Figure 1. The metal 2 layer.
Bar = 50 um.
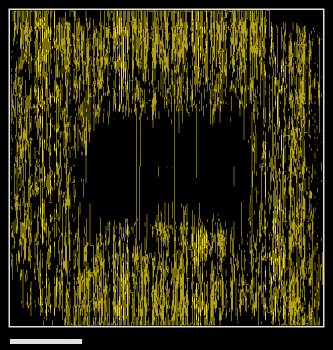
Figure 2. Congestion heat map.
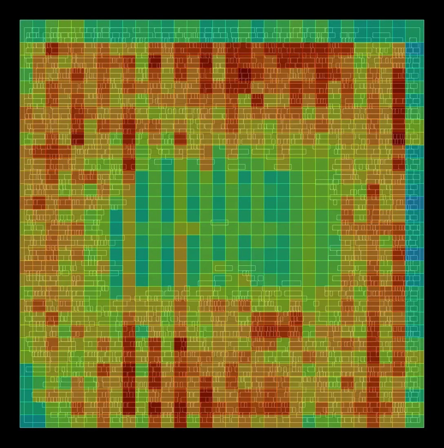
Figure 3. Logic cells by family.
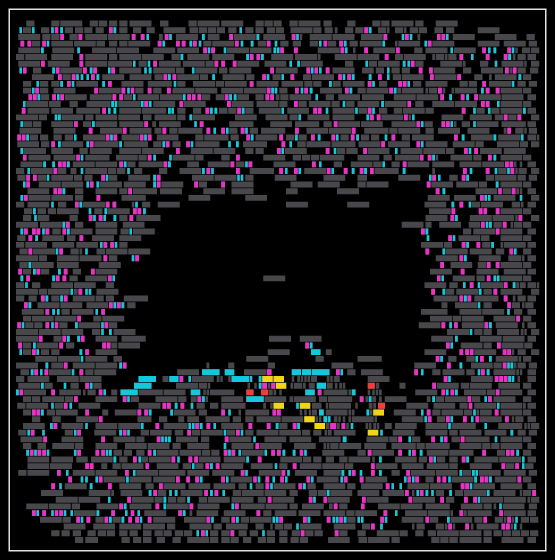
### src/rtl/frame_writer_if.sv
// Word-stream input and register-file write port of frame_writer.
// slave is the frame_writer side; master is the producer/consumer side.
interface frame_writer_if;
  logic [31:0] in_data;
  logic        in_valid;
  logic        in_last;
  logic        in_ready;
  logic [31:0] frame_0_out, frame_1_out;
  logic [31:0] frame_2_out, frame_3_out;
  logic [31:0] frame_4_out, frame_5_out;
  logic [31:0] frame_6_out, frame_7_out;
  logic [31:0] frame_8_out, frame_9_out;
  logic [31:0] frame_10_out, frame_11_out;
  logic [31:0] frame_12_out, frame_13_out;
  logic [31:0] frame_14_out, frame_15_out;
  logic        write;
  logic        Small_or_Big;
  logic        busy;
  logic        done;
  logic        frame_err;

  modport slave (
    input  in_data, in_valid, in_last,
    output in_ready,
    output frame_0_out, frame_1_out,
    output frame_2_out, frame_3_out,
    output frame_4_out, frame_5_out,
    output frame_6_out, frame_7_out,
    output frame_8_out, frame_9_out,
    output frame_10_out, frame_11_out,
    output frame_12_out, frame_13_out,
    output frame_14_out, frame_15_out,
    output write, Small_or_Big,
    output busy, done, frame_err
  );

  modport master (
    output in_data, in_valid, in_last,
    input  in_ready,
    input  frame_0_out, frame_1_out,
    input  frame_2_out, frame_3_out,
    input  frame_4_out, frame_5_out,
    input  frame_6_out, frame_7_out,
    input  frame_8_out, frame_9_out,
    input  frame_10_out, frame_11_out,
    input  frame_12_out, frame_13_out,
    input  frame_14_out, frame_15_out,
    input  write, Small_or_Big,
    input  busy, done, frame_err
  );
endinterface

### src/rtl/frame_writer.sv
// Collects a 16-word frame, then writes it to a register file
// in two phases (column 0, then columns 1..3).
module frame_writer #(
  parameter int WR_HOLD = 1
) (
  input  logic           clk,
  input  logic           rst_n,
  frame_writer_if.slave  bus
);
  typedef enum logic [2:0] {
    IDLE, COLLECT, WR_LO, WR_HI, DONE
  } state_e;

  localparam logic [3:0] HOLD_MAX = 4'(WR_HOLD - 1);

  state_e      state_q, state_d;
  logic [3:0]  idx_q, idx_d;
  logic [3:0]  cnt_q, cnt_d;
  logic [31:0] frame_q [16];
  logic        write_q, write_d;
  logic        sob_q, sob_d;
  logic        done_q, done_d;
  logic        err_q, err_d;
  logic        accept;
  logic        good_end;
  logic        bad_end;

  // rst_n gates in_ready so nothing is offered while held in reset
  assign bus.in_ready = rst_n &
    (state_q == IDLE || state_q == COLLECT);
  assign accept   = bus.in_valid & bus.in_ready;
  assign good_end = bus.in_last & (idx_q == 4'd15);
  assign bad_end  = bus.in_last ^ (idx_q == 4'd15);

  always_ff @(posedge clk or negedge rst_n) begin
    if (!rst_n) begin
      state_q <= IDLE;
      idx_q   <= '0;
      cnt_q   <= '0;
      write_q <= 1'b0;
      sob_q   <= 1'b0;
      done_q  <= 1'b0;
      err_q   <= 1'b0;
      for (int i = 0; i < 16; i++) frame_q[i] <= '0;
    end else begin
      state_q <= state_d;
      idx_q   <= idx_d;
      cnt_q   <= cnt_d;
      write_q <= write_d;
      sob_q   <= sob_d;
      done_q  <= done_d;
      err_q   <= err_d;
      if (accept) frame_q[idx_q] <= bus.in_data;
    end
  end

  always_comb begin
    state_d = state_q;
    idx_d   = idx_q;
    cnt_d   = cnt_q;
    err_d   = 1'b0;
    unique case (state_q)
      IDLE, COLLECT: begin
        if (accept) begin
          unique case (1'b1)
            good_end: begin
              state_d = WR_LO;
              idx_d   = '0;
              cnt_d   = '0;
            end
            bad_end: begin
              state_d = IDLE;
              idx_d   = '0;
              err_d   = 1'b1;
            end
            default: begin
              state_d = COLLECT;
              idx_d   = idx_q + 4'd1;
            end
          endcase
        end
      end
      WR_LO: begin
        if (cnt_q == HOLD_MAX) begin
          state_d = WR_HI;
          cnt_d   = '0;
        end else begin
          cnt_d = cnt_q + 4'd1;
        end
      end
      WR_HI: begin
        if (cnt_q == HOLD_MAX) begin
          state_d = DONE;
          cnt_d   = '0;
        end else begin
          cnt_d = cnt_q + 4'd1;
        end
      end
      DONE: begin
        state_d = IDLE;
        idx_d   = '0;
      end
      default: state_d = IDLE;
    endcase

    // outputs are decoded from the next state and then registered
    write_d = (state_d == WR_LO) || (state_d == WR_HI);
    done_d  = (state_d == DONE);
    sob_d   = sob_q;
    if (state_d == WR_LO) sob_d = 1'b0;
    if (state_d == WR_HI) sob_d = 1'b1;
  end

  assign bus.busy         = (state_q != IDLE);
  assign bus.write        = write_q;
  assign bus.Small_or_Big = sob_q;
  assign bus.done         = done_q;
  assign bus.frame_err    = err_q;

  assign bus.frame_0_out  = frame_q[0];
  assign bus.frame_1_out  = frame_q[1];
  assign bus.frame_2_out  = frame_q[2];
  assign bus.frame_3_out  = frame_q[3];
  assign bus.frame_4_out  = frame_q[4];
  assign bus.frame_5_out  = frame_q[5];
  assign bus.frame_6_out  = frame_q[6];
  assign bus.frame_7_out  = frame_q[7];
  assign bus.frame_8_out  = frame_q[8];
  assign bus.frame_9_out  = frame_q[9];
  assign bus.frame_10_out = frame_q[10];
  assign bus.frame_11_out = frame_q[11];
  assign bus.frame_12_out = frame_q[12];
  assign bus.frame_13_out = frame_q[13];
  assign bus.frame_14_out = frame_q[14];
  assign bus.frame_15_out = frame_q[15];
endmodule

### src/flat_wrapper.sv
// flat-port wrapper written by rule: the top's interface ports become plain ports
module frame_writer_flat 
#(
  parameter int WR_HOLD = 1
)
  (clk, rst_n, bus_in_data, bus_in_valid, bus_in_last, bus_in_ready, bus_frame_0_out, bus_frame_1_out, bus_frame_2_out, bus_frame_3_out, bus_frame_4_out, bus_frame_5_out, bus_frame_6_out, bus_frame_7_out, bus_frame_8_out, bus_frame_9_out, bus_frame_10_out, bus_frame_11_out, bus_frame_12_out, bus_frame_13_out, bus_frame_14_out, bus_frame_15_out, bus_write, bus_Small_or_Big, bus_busy, bus_done, bus_frame_err);
  frame_writer_if bus_i ();
  input  logic clk;
  input  logic rst_n;
  input wire logic [$bits(bus_i.in_data)-1:0] bus_in_data;
  input wire logic [$bits(bus_i.in_valid)-1:0] bus_in_valid;
  input wire logic [$bits(bus_i.in_last)-1:0] bus_in_last;
  output wire logic [$bits(bus_i.in_ready)-1:0] bus_in_ready;
  output wire logic [$bits(bus_i.frame_0_out)-1:0] bus_frame_0_out;
  output wire logic [$bits(bus_i.frame_1_out)-1:0] bus_frame_1_out;
  output wire logic [$bits(bus_i.frame_2_out)-1:0] bus_frame_2_out;
  output wire logic [$bits(bus_i.frame_3_out)-1:0] bus_frame_3_out;
  output wire logic [$bits(bus_i.frame_4_out)-1:0] bus_frame_4_out;
  output wire logic [$bits(bus_i.frame_5_out)-1:0] bus_frame_5_out;
  output wire logic [$bits(bus_i.frame_6_out)-1:0] bus_frame_6_out;
  output wire logic [$bits(bus_i.frame_7_out)-1:0] bus_frame_7_out;
  output wire logic [$bits(bus_i.frame_8_out)-1:0] bus_frame_8_out;
  output wire logic [$bits(bus_i.frame_9_out)-1:0] bus_frame_9_out;
  output wire logic [$bits(bus_i.frame_10_out)-1:0] bus_frame_10_out;
  output wire logic [$bits(bus_i.frame_11_out)-1:0] bus_frame_11_out;
  output wire logic [$bits(bus_i.frame_12_out)-1:0] bus_frame_12_out;
  output wire logic [$bits(bus_i.frame_13_out)-1:0] bus_frame_13_out;
  output wire logic [$bits(bus_i.frame_14_out)-1:0] bus_frame_14_out;
  output wire logic [$bits(bus_i.frame_15_out)-1:0] bus_frame_15_out;
  output wire logic [$bits(bus_i.write)-1:0] bus_write;
  output wire logic [$bits(bus_i.Small_or_Big)-1:0] bus_Small_or_Big;
  output wire logic [$bits(bus_i.busy)-1:0] bus_busy;
  output wire logic [$bits(bus_i.done)-1:0] bus_done;
  output wire logic [$bits(bus_i.frame_err)-1:0] bus_frame_err;
  assign bus_i.in_data = bus_in_data;
  assign bus_i.in_valid = bus_in_valid;
  assign bus_i.in_last = bus_in_last;
  assign bus_in_ready = bus_i.in_ready;
  assign bus_frame_0_out = bus_i.frame_0_out;
  assign bus_frame_1_out = bus_i.frame_1_out;
  assign bus_frame_2_out = bus_i.frame_2_out;
  assign bus_frame_3_out = bus_i.frame_3_out;
  assign bus_frame_4_out = bus_i.frame_4_out;
  assign bus_frame_5_out = bus_i.frame_5_out;
  assign bus_frame_6_out = bus_i.frame_6_out;
  assign bus_frame_7_out = bus_i.frame_7_out;
  assign bus_frame_8_out = bus_i.frame_8_out;
  assign bus_frame_9_out = bus_i.frame_9_out;
  assign bus_frame_10_out = bus_i.frame_10_out;
  assign bus_frame_11_out = bus_i.frame_11_out;
  assign bus_frame_12_out = bus_i.frame_12_out;
  assign bus_frame_13_out = bus_i.frame_13_out;
  assign bus_frame_14_out = bus_i.frame_14_out;
  assign bus_frame_15_out = bus_i.frame_15_out;
  assign bus_write = bus_i.write;
  assign bus_Small_or_Big = bus_i.Small_or_Big;
  assign bus_busy = bus_i.busy;
  assign bus_done = bus_i.done;
  assign bus_frame_err = bus_i.frame_err;
  frame_writer #(.WR_HOLD(WR_HOLD)) u_core (.clk(clk), .rst_n(rst_n), .bus(bus_i));
endmodule
### config.mk
export PLATFORM = sky130hd
export DESIGN_NAME = frame_writer_flat
export DESIGN_NICKNAME = d
export VERILOG_FILES = /design/src/rtl/frame_writer_if.sv /design/src/rtl/frame_writer.sv /design/src/flat_wrapper.sv
export SDC_FILE = /design/constraint.sdc
export NUM_CORES = 1
export LEC_CHECK = 0
export ABC_AREA = 1
export CAP_MARGIN = 30
export CORE_AREA = 2 2 215 217
export CTS_CLUSTER_DIAMETER = 60
export DETAILED_ROUTE_END_ITERATION = 6
export DIE_AREA = 0 0 217 219
export GPL_ROUTABILITY_DRIVEN = 0
export HOLD_SLACK_MARGIN = 0.08
export MAX_ROUTING_LAYER = met4
export PLACE_DENSITY = 0.73
export SLEW_MARGIN = 20
export SYNTH_ARGS = -nofsm -noshare
export SYNTH_HDL_FRONTEND = slang
export SYNTH_SLANG_ARGS = --single-unit
### constraint.sdc
create_clock -name clk -period 4.2 [get_ports clk]
set_input_delay 0.84 -clock clk [delete_from_list [all_inputs] [get_ports clk]]
set_output_delay 0.84 -clock clk [all_outputs]
set_load 0.1 [all_outputs]
==> impl_metrics.json <==
{
  "critPathTopFamily": "buffers and inverters",
  "ys.flop_type": "dfrtp_1",
  "grtUsageTotal_pct": 27.3,
  "rsz0062_at_grt": "false",
  "finalHoldViolations": 0,
  "synth_async_sr_flop_share_pct": 100,
  "synth-edff-count": 0,
  "crit_type": "register to primary output",
  "wl_per_cell_um": 21.1,
  "synth_area_um2": 19200,
  "ys_top_logic_family": "AND-OR/OR-AND gates",
  "synth_top_cell_by_count": "dfrtp_1",
  "fin_nets": 2429,
  "synthMuxAreaShare_pct": 0,
  "hold_path_class": "input port to async pin",
  "tns_ns": 0,
  "required_ns": 3.36,
  "endpoint_kind": "primary output",
  "dp.cells": 2921,
  "r2r_start": "u_core.state_q[1]",
  "ys.warnings.count": 0,
  "crit_arrival_ns": 2.34,
  "use_met1_pct": 35.3,
  "grt_max_degree": 186,
  "dp_hpwl_um": 42900,
  "fp_nets": 1875,
  "top_area_share_pct": 68.8,
  "fin_crit_sh_pct": 75.7,
  "area_growth_pct": 47.5,
  "max_freq_mhz": 315,
  "postCtsSetupBuffers": 0,
  "worstRegToRegCells": 7,
  "ys_cells": 1830,
  "grt_pass1_vias": 15646,
  "postRouteAntennaNets": 0,
  "seq_area_frac_synth_pct": 68.8,
  "xor_share_pct": 0.183,
  "cp-endpoint": "bus_busy",
  "max-vdd-ir-drop_mv": 0.708,
  "grt_antenna_before_repair": 2,
  "dr_wl_met2_um": 30300,
  "drive_above_1_share_pct": 7.39,
  "avgSynthCellArea_um2": 10.5,
  "synth_flops": 527,
  "slowest_delay_ns": 1.16,
  "chip_area_um2": 47500,
  "highest_layer": "met4",
  "synth_cell_types": 22,
  "vias": 15681,
  "ys_sh_simple_pct": 12.4,
  "cp.depth": 3,
  "yosysChipArea_um2": 19200,
  "first_iter_violations": 1491,
  "route.met3.wl_um": 5370,
  "leakagePower_nw": 12.7,
  "fp_util_pct": 42.5,
  "status": "completed",
  "min_period_ns": 3.18,
  "ys_sh_aoi_pct": 13.6,
  "met1Wirelength_um": 25800,
  "route.detailed.drc": 0,
  "coreArea_um2": 45100,
  "r2r_end": "u_core.bus.frame_10_out[31]",
  "postCtsResizedCells": 0,
  "slew_headroom_pct": 29.5,
  "antenna_cells": 0,
  "ios": 554,
  "avgViaCountPerCell": 5.19,
  "warnings": 34,
  "most-common-layout-cells": "clkdlybuf4s50_1 (551), dfrtp_1 (527), nor2_1 (488), a21oi_1 (481), nand2_1 (73)",
  "area_leaders": "dfrtp_1 (69%), a21oi_1 (13%), nor2_1 (9.6%)",
  "power_density_nw_per_um2": 856,
  "hold_slack_ns": 0.250,
  "reg2reg_slack_ns": 1.65,
  "netlist_instances": 1830,
  "synthTopCellsByCount": "dfrtp_1 (527), nor2_1 (488), a21oi_1 (481)",
  "setup_viol": 0,
  "clock_skew_ns": 0.00896,
  "path_buffers": 1,
  "cts_tree": "done",
  "design_power_total_mw": 24.2,
  "crit_start": "u_core.state_q[1]",
  "ctsHoldBuffers": 0,
  "die_w_um": 217,
  "clk_latency_ns": 0.59,
  "path_clk_slew_ns": 0.06,
  "die_h_um": 219,
  "worst_pin_slew_ns": 1.05,
  "first_pass_iters": 7
}
About Figure 1:
The wires run mostly vertical. The layer holds 48% of the routed length.

About Figure 2:
most used routing layer in global routing: met2
GR met3 Demand/Resource: 6.40%
met2 Track Usage GR: 42.0%

About Figure 3:
Yellow marks fa/ha/maj cells, cells 9, most used ha_1, where bottom middle. Magenta marks aoi and oai cells, cells 521, most used a21oi_1, where spread over the die. Cyan marks nor cells, cells 507, most used nor2_1, where spread over the die. Red marks xor and xnor cells, cells 4, most used xor2_1.
Cell Count, Final, Fillers Out: 3,023
top logic cell by instance count in the layout: clkdlybuf4s50_1

per-stage QoR:
stage          utilization [%]  area, um^2  setup slack (ns)
2_1_floorplan                -       19200              1.39
3_3_place_gp              55.5       25000              1.29
3_5_place_dp              58.4       26300              1.20
4_1_cts                   62.3       28100             0.974
5_1_grt                   62.7       28300             0.957
6_report                  62.7       28300              1.02
report_power, final:
| group | leakage [nW] | internal, mW | switching [mW] |
|---|---|---|---|
| clock network | 0.858 | 2.72 | 2.00 |
| registers | 6.63 | 6.15 | 0.619 |
| logic | 5.21 | 3.01 | 9.71 |
| total | 12.7 | 11.9 | 12.3 |
cell type report:
cell class	instances	area, um^2
clock inverters	17	169
multi-input cells	1124	5180
fillers	3526	16800
clock buffers	78	1570
flip-flops and latches	527	13200
inverters	50	188
well taps	600	751
repair buffers	627	7230
Power figures rest on the tool's default switching activity, not on a simulated workload.
